Run 1, the metal 1 layer:
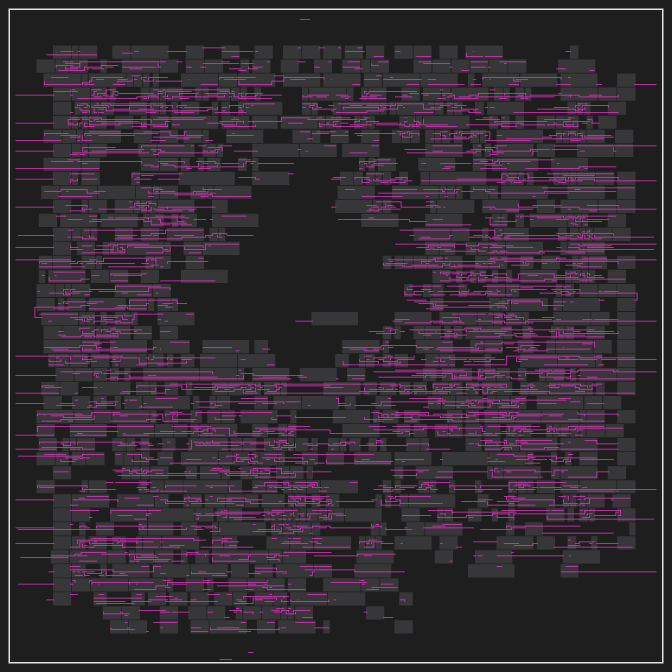
Run 1, the metal 2 layer:
Bar = 50 um.
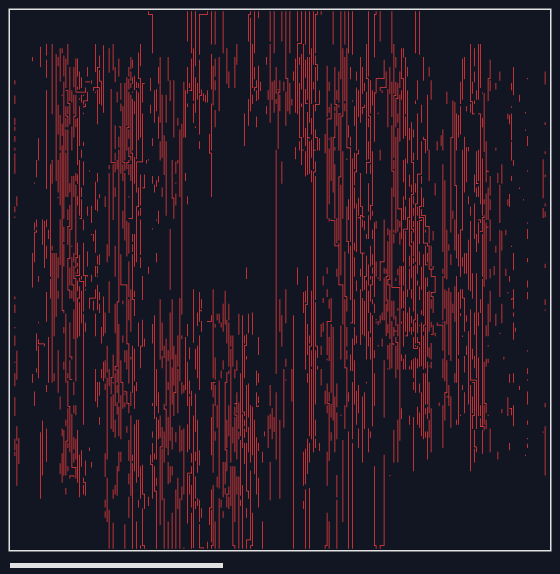
Run 1, metal 3:
Bar = 50 um.
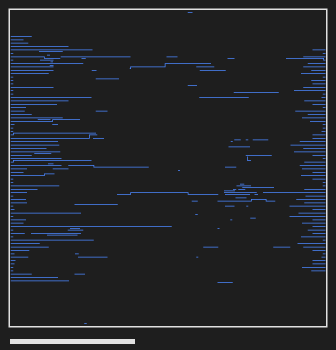
### src/rtl/ram_arbiter.sv
// Round-robin arbiter sharing one byte-masked RAM between instruction fetch and load/store.
// Builds big-endian lane masks/data for stores and zero-extends load lanes; all outputs registered.
module ram_arbiter #(
  parameter int unsigned ADDRESS_WIDTH    = 12,
  parameter bit          RESET_LAST_GRANT = 1'b0
) (
  input  logic                     clk,
  input  logic                     reset,
  input  logic                     fetch_req,
  input  logic [ADDRESS_WIDTH-1:0] fetch_address,
  output logic                     fetch_ack,
  output logic [31:0]              fetch_rdata,
  input  logic                     data_req,
  input  logic                     data_write,
  input  logic [1:0]               data_size,
  input  logic [ADDRESS_WIDTH-1:0] data_address,
  input  logic [31:0]              data_wdata,
  output logic                     data_ack,
  output logic                     data_error,
  output logic [31:0]              data_rdata,
  output logic [ADDRESS_WIDTH-1:0] ram_address,
  output logic [31:0]              ram_data_in,
  output logic [3:0]               ram_write_mask,
  output logic                     ram_write_enable,
  input  logic [31:0]              ram_data_out
);

  typedef enum logic [1:0] {
    IDLE,
    ACCESS,
    CAPTURE,
    DONE
  } state_e;

  localparam logic [1:0] SIZE_BYTE = 2'd0;
  localparam logic [1:0] SIZE_HALF = 2'd1;
  localparam logic [1:0] SIZE_WORD = 2'd2;

  state_e state_q, state_d;
  logic   last_grant_q, last_grant_d;   // 1 = data port was granted last
  logic   grant_data_q, grant_data_d;
  logic   is_write_q, is_write_d;
  logic [1:0] size_q, size_d;
  logic [1:0] offset_q, offset_d;

  logic                     fetch_ack_q, fetch_ack_d;
  logic [31:0]              fetch_rdata_q, fetch_rdata_d;
  logic                     data_ack_q, data_ack_d;
  logic                     data_error_q, data_error_d;
  logic [31:0]              data_rdata_q, data_rdata_d;
  logic [ADDRESS_WIDTH-1:0] ram_address_q, ram_address_d;
  logic [31:0]              ram_data_in_q, ram_data_in_d;
  logic [3:0]               ram_write_mask_q, ram_write_mask_d;
  logic                     ram_write_enable_q, ram_write_enable_d;

  logic        unused_fetch_lsb;
  logic        data_illegal;
  logic        pick_data;
  logic [3:0]  store_mask;
  logic [31:0] store_data;
  logic [31:0] load_data;

  assign unused_fetch_lsb = ^fetch_address[1:0];

  assign data_illegal = (data_size == 2'd3)
                      | ((data_size == SIZE_HALF) & data_address[0])
                      | ((data_size == SIZE_WORD) & (|data_address[1:0]));

  assign pick_data = data_req & (~fetch_req | ~last_grant_q);

  // Store lanes: offset 0 is the most significant byte, mask bit 3 guards bits [31:24].
  always_comb begin
    store_mask = 4'b1111;
    store_data = data_wdata;
    case (data_size)
      SIZE_BYTE: begin
        store_mask = ~(4'b1000 >> data_address[1:0]);
        store_data = {4{data_wdata[7:0]}};
      end
      SIZE_HALF: begin
        store_mask = data_address[1] ? 4'b1100 : 4'b0011;
        store_data = {2{data_wdata[15:0]}};
      end
      SIZE_WORD: begin
        store_mask = 4'b0000;
        store_data = data_wdata;
      end
      default: begin
        store_mask = 4'b1111;
        store_data = data_wdata;
      end
    endcase
  end

  always_comb begin
    load_data = ram_data_out;
    case (size_q)
      SIZE_BYTE: begin
        case (offset_q)
          2'd0:    load_data = {24'b0, ram_data_out[31:24]};
          2'd1:    load_data = {24'b0, ram_data_out[23:16]};
          2'd2:    load_data = {24'b0, ram_data_out[15:8]};
          default: load_data = {24'b0, ram_data_out[7:0]};
        endcase
      end
      SIZE_HALF: begin
        load_data = offset_q[1] ? {16'b0, ram_data_out[15:0]}
                                : {16'b0, ram_data_out[31:16]};
      end
      default: load_data = ram_data_out;
    endcase
  end

  always_comb begin
    state_d            = state_q;
    last_grant_d       = last_grant_q;
    grant_data_d       = grant_data_q;
    is_write_d         = is_write_q;
    size_d             = size_q;
    offset_d           = offset_q;
    fetch_ack_d        = 1'b0;
    fetch_rdata_d      = fetch_rdata_q;
    data_ack_d         = 1'b0;
    data_error_d       = data_error_q;
    data_rdata_d       = data_rdata_q;
    ram_address_d      = ram_address_q;
    ram_data_in_d      = ram_data_in_q;
    ram_write_mask_d   = ram_write_mask_q;
    ram_write_enable_d = ram_write_enable_q;

    case (state_q)
      IDLE: begin
        if (fetch_req || data_req) begin
          last_grant_d = pick_data;
          grant_data_d = pick_data;
          if (pick_data) begin
            if (data_illegal) begin
              // Rejected without touching the RAM pins.
              state_d      = DONE;
              data_ack_d   = 1'b1;
              data_error_d = 1'b1;
            end else begin
              state_d       = ACCESS;
              is_write_d    = data_write;
              size_d        = data_size;
              offset_d      = data_address[1:0];
              ram_address_d = {data_address[ADDRESS_WIDTH-1:2], 2'b00};
              if (data_write) begin
                ram_data_in_d      = store_data;
                ram_write_mask_d   = store_mask;
                ram_write_enable_d = 1'b1;
              end else begin
                ram_write_mask_d   = 4'b1111;
                ram_write_enable_d = 1'b0;
              end
            end
          end else begin
            state_d            = ACCESS;
            is_write_d         = 1'b0;
            size_d             = SIZE_WORD;
            offset_d           = 2'd0;
            ram_address_d      = {fetch_address[ADDRESS_WIDTH-1:2], 2'b00};
            ram_write_mask_d   = 4'b1111;
            ram_write_enable_d = 1'b0;
          end
        end
      end

      ACCESS: begin
        // The RAM samples on the edge ending this cycle; drop the write so it lands once.
        ram_write_enable_d = 1'b0;
        ram_write_mask_d   = 4'b1111;
        if (grant_data_q && is_write_q) begin
          state_d      = DONE;
          data_ack_d   = 1'b1;
          data_error_d = 1'b0;
        end else begin
          state_d = CAPTURE;
        end
      end

      CAPTURE: begin
        ram_write_enable_d = 1'b0;
        ram_write_mask_d   = 4'b1111;
        data_error_d       = 1'b0;
        state_d            = DONE;
        if (grant_data_q) begin
          data_rdata_d = load_data;
          data_ack_d   = 1'b1;
        end else begin
          fetch_rdata_d = ram_data_out;
          fetch_ack_d   = 1'b1;
        end
      end

      default: begin
        state_d = IDLE;
      end
    endcase
  end

  always_ff @(posedge clk) begin
    if (reset) begin
      state_q            <= IDLE;
      last_grant_q       <= RESET_LAST_GRANT;
      grant_data_q       <= 1'b0;
      is_write_q         <= 1'b0;
      size_q             <= '0;
      offset_q           <= '0;
      fetch_ack_q        <= 1'b0;
      fetch_rdata_q      <= '0;
      data_ack_q         <= 1'b0;
      data_error_q       <= 1'b0;
      data_rdata_q       <= '0;
      ram_address_q      <= '0;
      ram_data_in_q      <= '0;
      ram_write_mask_q   <= '1;
      ram_write_enable_q <= 1'b0;
    end else begin
      state_q            <= state_d;
      last_grant_q       <= last_grant_d;
      grant_data_q       <= grant_data_d;
      is_write_q         <= is_write_d;
      size_q             <= size_d;
      offset_q           <= offset_d;
      fetch_ack_q        <= fetch_ack_d;
      fetch_rdata_q      <= fetch_rdata_d;
      data_ack_q         <= data_ack_d;
      data_error_q       <= data_error_d;
      data_rdata_q       <= data_rdata_d;
      ram_address_q      <= ram_address_d;
      ram_data_in_q      <= ram_data_in_d;
      ram_write_mask_q   <= ram_write_mask_d;
      ram_write_enable_q <= ram_write_enable_d;
    end
  end

  assign fetch_ack        = fetch_ack_q;
  assign fetch_rdata      = fetch_rdata_q;
  assign data_ack         = data_ack_q;
  assign data_error       = data_error_q;
  assign data_rdata       = data_rdata_q;
  assign ram_address      = ram_address_q;
  assign ram_data_in      = ram_data_in_q;
  assign ram_write_mask   = ram_write_mask_q;
  assign ram_write_enable = ram_write_enable_q;

endmodule

### config.mk
export PLATFORM = sky130hd
export DESIGN_NAME = ram_arbiter
export DESIGN_NICKNAME = d
export VERILOG_FILES = /design/src/rtl/ram_arbiter.sv
export SDC_FILE = /design/constraint.sdc
export NUM_CORES = 1
export LEC_CHECK = 0
export CAP_MARGIN = 20
export CORE_MARGIN = 5
export CORE_UTILIZATION = 40
export CTS_CLUSTER_DIAMETER = 30
export DETAILED_ROUTE_END_ITERATION = 16
export PLACE_DENSITY = 0.76
export SLEW_MARGIN = 40
export SYNTH_ARGS = -nofsm -noshare
export SYNTH_HDL_FRONTEND = slang
export SYNTH_SLANG_ARGS = --single-unit
export TNS_END_PERCENT = 10
### constraint.sdc
create_clock -name clk -period 1.8 [get_ports clk]
set_input_delay 0.27 -clock clk [delete_from_list [all_inputs] [get_ports clk]]
set_output_delay 0.27 -clock clk [all_outputs]
set_load 0.01 [all_outputs]
==> job_summary.md, run 1 <==
## PnR job results

| Metric | Value |
|---|---|
| Layout clock area frac | `0.0731` |
| Setup Fix Bufs, Post-CTS | `0` |
| Met2 Routed Length | `slightly below 9000 um` |
| Vias in the first global route | `5643` |
| Final setup margin | `between 0.1 and 0.15 ns` |
| Hold endpoint | `ram_write_mask[3]` |
| Root Buffer | `clkbuf_16` |
| Combinational power | `roughly 0.0032 W` |
| Final std cells w/o fill | `1062` |
| Final hold viol count | `0` |
| Critical path origin | `data_rdata[1]` |
| Filler Cell Count | `1087` |
| Seq group | `around 0.0034 W` |
| Final period util | `0.929` |
| Dominant register cell | `dfxtp_1` |
| Combinational gates | `roughly 480` |
| Clock network power | `0.00357 W` |
| Family with the most delay on the worst path | `buffers and inverters` |
| Clk ins delay skew pair | `around 0.43 ns` |
| Avg WL per Cell | `between 15 and 20 um` |
| CTS H-tree depth | `4` |
| Power per cell area | `roughly 1200 nW/um^2` |
| XOR Share, Synth | `0` |
| Leading power group | `clock` |
| HP Start | `reset` |
| Layout sequential cell count | `approximately 120` |
| Reg-to-Reg Start | `state_q[0]` |
| Crit path cell chain | `clkdlybuf4s50_1` |
| Outcome | `complete, no violations` |
| Die ar. | `16000 um^2` |
| Critical path fanouts, max | `2` |
| Synth top cell by count | `nand2_1` |
| Slew HR | `0.606` |
| # resized after CTS | `0` |
| Gr busiest metal | `met2` |
| Top cell excl fill/tap | `clkdlybuf4s50_1` |
| Dpl ws | `-0.237 ns` |
| Synthesized cell area | `around 5400 um^2` |
| Net Sw Power | `0.00309 W` |
| DR top layer | `met4` |
-- 'the metal 1 layer' (at the start) --
The layer holds 41% of the routed length. The layer carries 7560 um of wire.
met1 Use GR: 0.270
final WL: 18400 um
vias: 5742

-- 'the metal 2 layer' (at the start) --
The wires run mostly vertical. 844 nets have wire on it.
GR met2 Demand/Resource: 0.360

-- 'metal 3' (at the start) --
The wires run mostly horizontal. The layer carries 1800 um of wire. 177 nets have wire on it. The layer holds 9.8% of the routed length. The longest straight run is 64.2 um.
grt met3 use: 0.0942

==> run 1 -> run 2 <==
==> constraint.sdc (replaced) <==
create_clock -name clk -period 1.8 [get_ports clk]
set_input_delay 0.18 -clock clk [delete_from_list [all_inputs] [get_ports clk]]
set_output_delay 0.18 -clock clk [all_outputs]
set_load 0.01 [all_outputs]
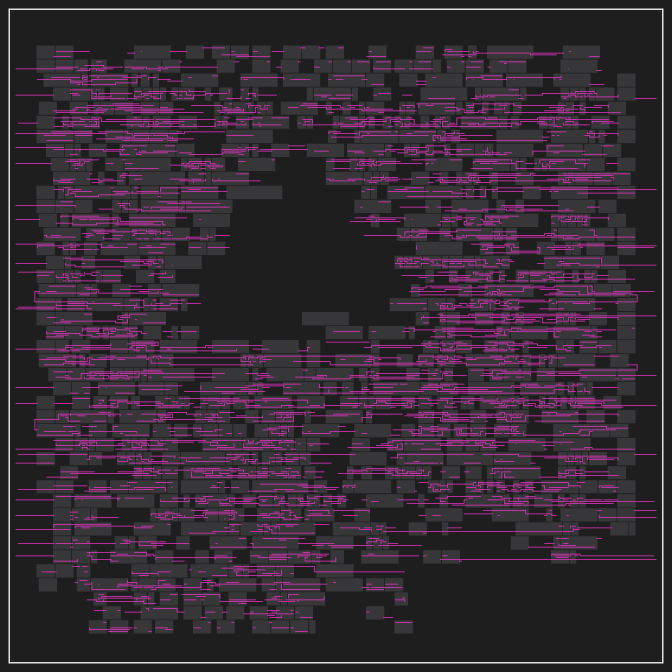
Run 2: the metal 1 layer
The longest straight run is 41.9 um. 846 nets have wire on it.
final WL: 18200 um
vias: 5724
met1 Use GR: 0.261

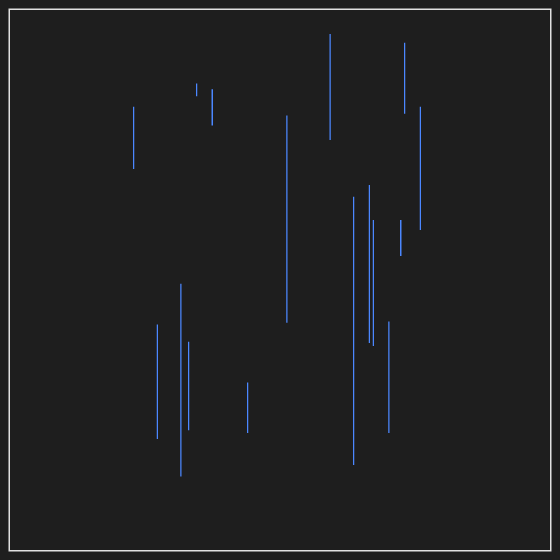
Run 2: metal 4
13 nets have wire on it. The longest straight run is 62.6 um. The layer carries 409 um of wire.

==> job_summary.md, run 2 <==
## PnR job results

| Metric | Value |
|---|---|
| Family with the most delay on the worst path | `AND-OR/OR-AND gates` |
| Root Buffer | `clkbuf_16` |
| Dominant register cell | `dfxtp_1` |
| Final hold viol count | `0` |
| Critical path origin | `state_q[0]` |
| Synth top cell by count | `nand2_1` |
| Leading power group | `clock` |
| Combinational gates | `477` |
| Met2 Routed Length | `approximately 8500 um` |
| HP Start | `reset` |
| # resized after CTS | `2` |
| Reg-to-Reg Start | `state_q[0]` |
| Final period util | `0.906` |
| Outcome | `complete, no violations` |
| Grt met3 use | `0.0954` |
| Clk ins delay skew pair | `about 0.42 ns` |
| Combinational power | `roughly 0.0032 W` |
| DR top layer | `met4` |
| Slew HR | `0.609` |
| Avg WL per Cell | `roughly 17 um` |
| Final std cells w/o fill | `between 1000 and 1500` |
| XOR Share, Synth | `0` |
| Hold endpoint | `ram_write_mask[0]` |
| Power per cell area | `between 1000 and 1500 nW/um^2` |
| Seq group | `between 0.003 and 0.004 W` |
| Net Sw Power | `slightly above 0.003 W` |
| Synthesized cell area | `around 5400 um^2` |
| Dpl ws | `-0.138 ns` |
| Clock network power | `0.00350 W` |
| Final setup margin | `0.169 ns` |
| Vias in the first global route | `about 5600` |
==> run 2 -> run 3 <==
ABC_AREA = 1   (was default)
CORE_UTILIZATION = 39   (was 40)
PLACE_DENSITY = 0.75   (was 0.76)
RECOVER_POWER = 100   (was default)
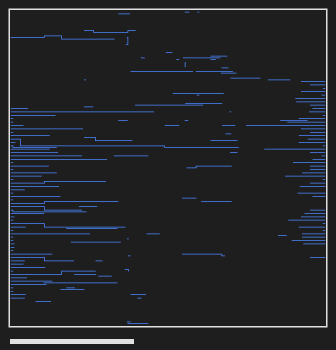
Run 3: metal 3
Bar = 50 um.
The wires run mostly horizontal. The longest straight run is 58.0 um. The layer holds 9.8% of the routed length. 138 nets have wire on it. The layer carries 1730 um of wire.
final WL: 17600 um
grt met3 use: 0.0889
vias: 5696

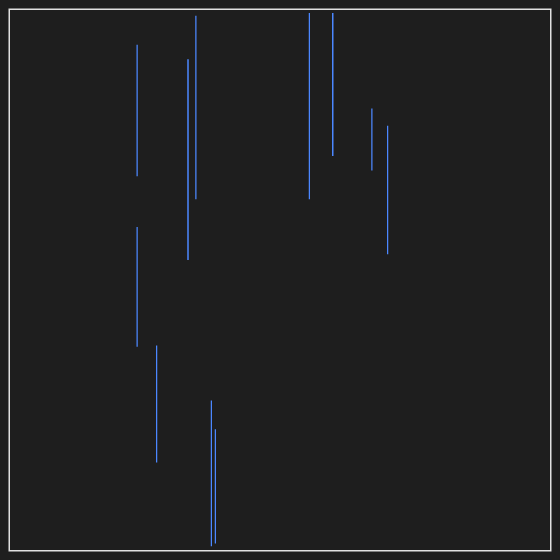
Run 3: metal 4
The layer holds 2.0% of the routed length. 8 nets have wire on it. The longest straight run is 46.9 um.

==> job_summary.md, run 3 <==
## PnR job results

| Metric | Value |
|---|---|
| Clk ins delay skew pair | `approximately 0.42 ns` |
| Vias in the first global route | `5349` |
| Clock network power | `around 0.0032 W` |
| GR met2 Demand/Resource | `0.317` |
| DR top layer | `met4` |
| Ranking of synthesized cells by area | `dfxtp_1 (46%), nand2_1 (12%), o21ai_0 (11%)` |
| Buffers excl. clock | `236` |
| Family with the most delay on the worst path | `buffers and inverters` |
| Reg-to-Reg Start | `state_q[0]` |
| # resized after CTS | `0` |
| Critical path origin | `state_q[0]` |
| Leading power group | `registers` |
| Net Sw Power | `approximately 0.0032 W` |
| XOR Share, Synth | `0` |
| Crit path cell chain | `inv_1, ha_1, nand2_1, clkbuf_4, a21oi_1, nand2_1, a21oi_1` |
| HP Start | `ram_data_out[1]` |
| Met2 Routed Length | `a little under 8000 um` |
| Slew HR | `0.622` |
| Top cell excl fill/tap | `nand2_1` |
| WL met1 | `approximately 7700 um` |
| Critical path fanouts, max | `37` |
| Root Buffer | `clkbuf_16` |
| Initial antenna violation count | `0` |
| Hold endpoint | `fetch_rdata[1]` |
| Max Slew Vio Count | `0` |
| Final std cells w/o fill | `roughly 1200` |
| Layout sequential cell count | `between 100 and 150` |
| Final setup margin | `0.159 ns` |
| Layout clock area frac | `0.0697` |
| Final hold viol count | `0` |
| Setup Fix Bufs, Post-CTS | `0` |
| Power per cell area | `approximately 1200 nW/um^2` |
| Slew at the pin closest to its max-slew limit | `approximately 0.57 ns` |
| Met1 Use GR | `0.282` |
| Final period util | `0.912` |
| Flop share of the area | `0.299` |
| Combinational gates | `~550` |
| Combinational power | `approximately 0.0031 W` |
| Dominant register cell | `dfxtp_1` |
| Avg WL per Cell | `15.3 um` |
| Synthesized cell area | `approximately 5300 um^2` |
| Yosys stat chip area | `roughly 5300 um^2` |
| Tot Pwr | `0.00980 W` |
| Gr busiest metal | `met2` |
| Outcome | `complete, no violations` |
| CTS H-tree depth | `4` |
| Dpl ws | `a little under 0.06 ns` |
Power and IR drop assume default switching activity.
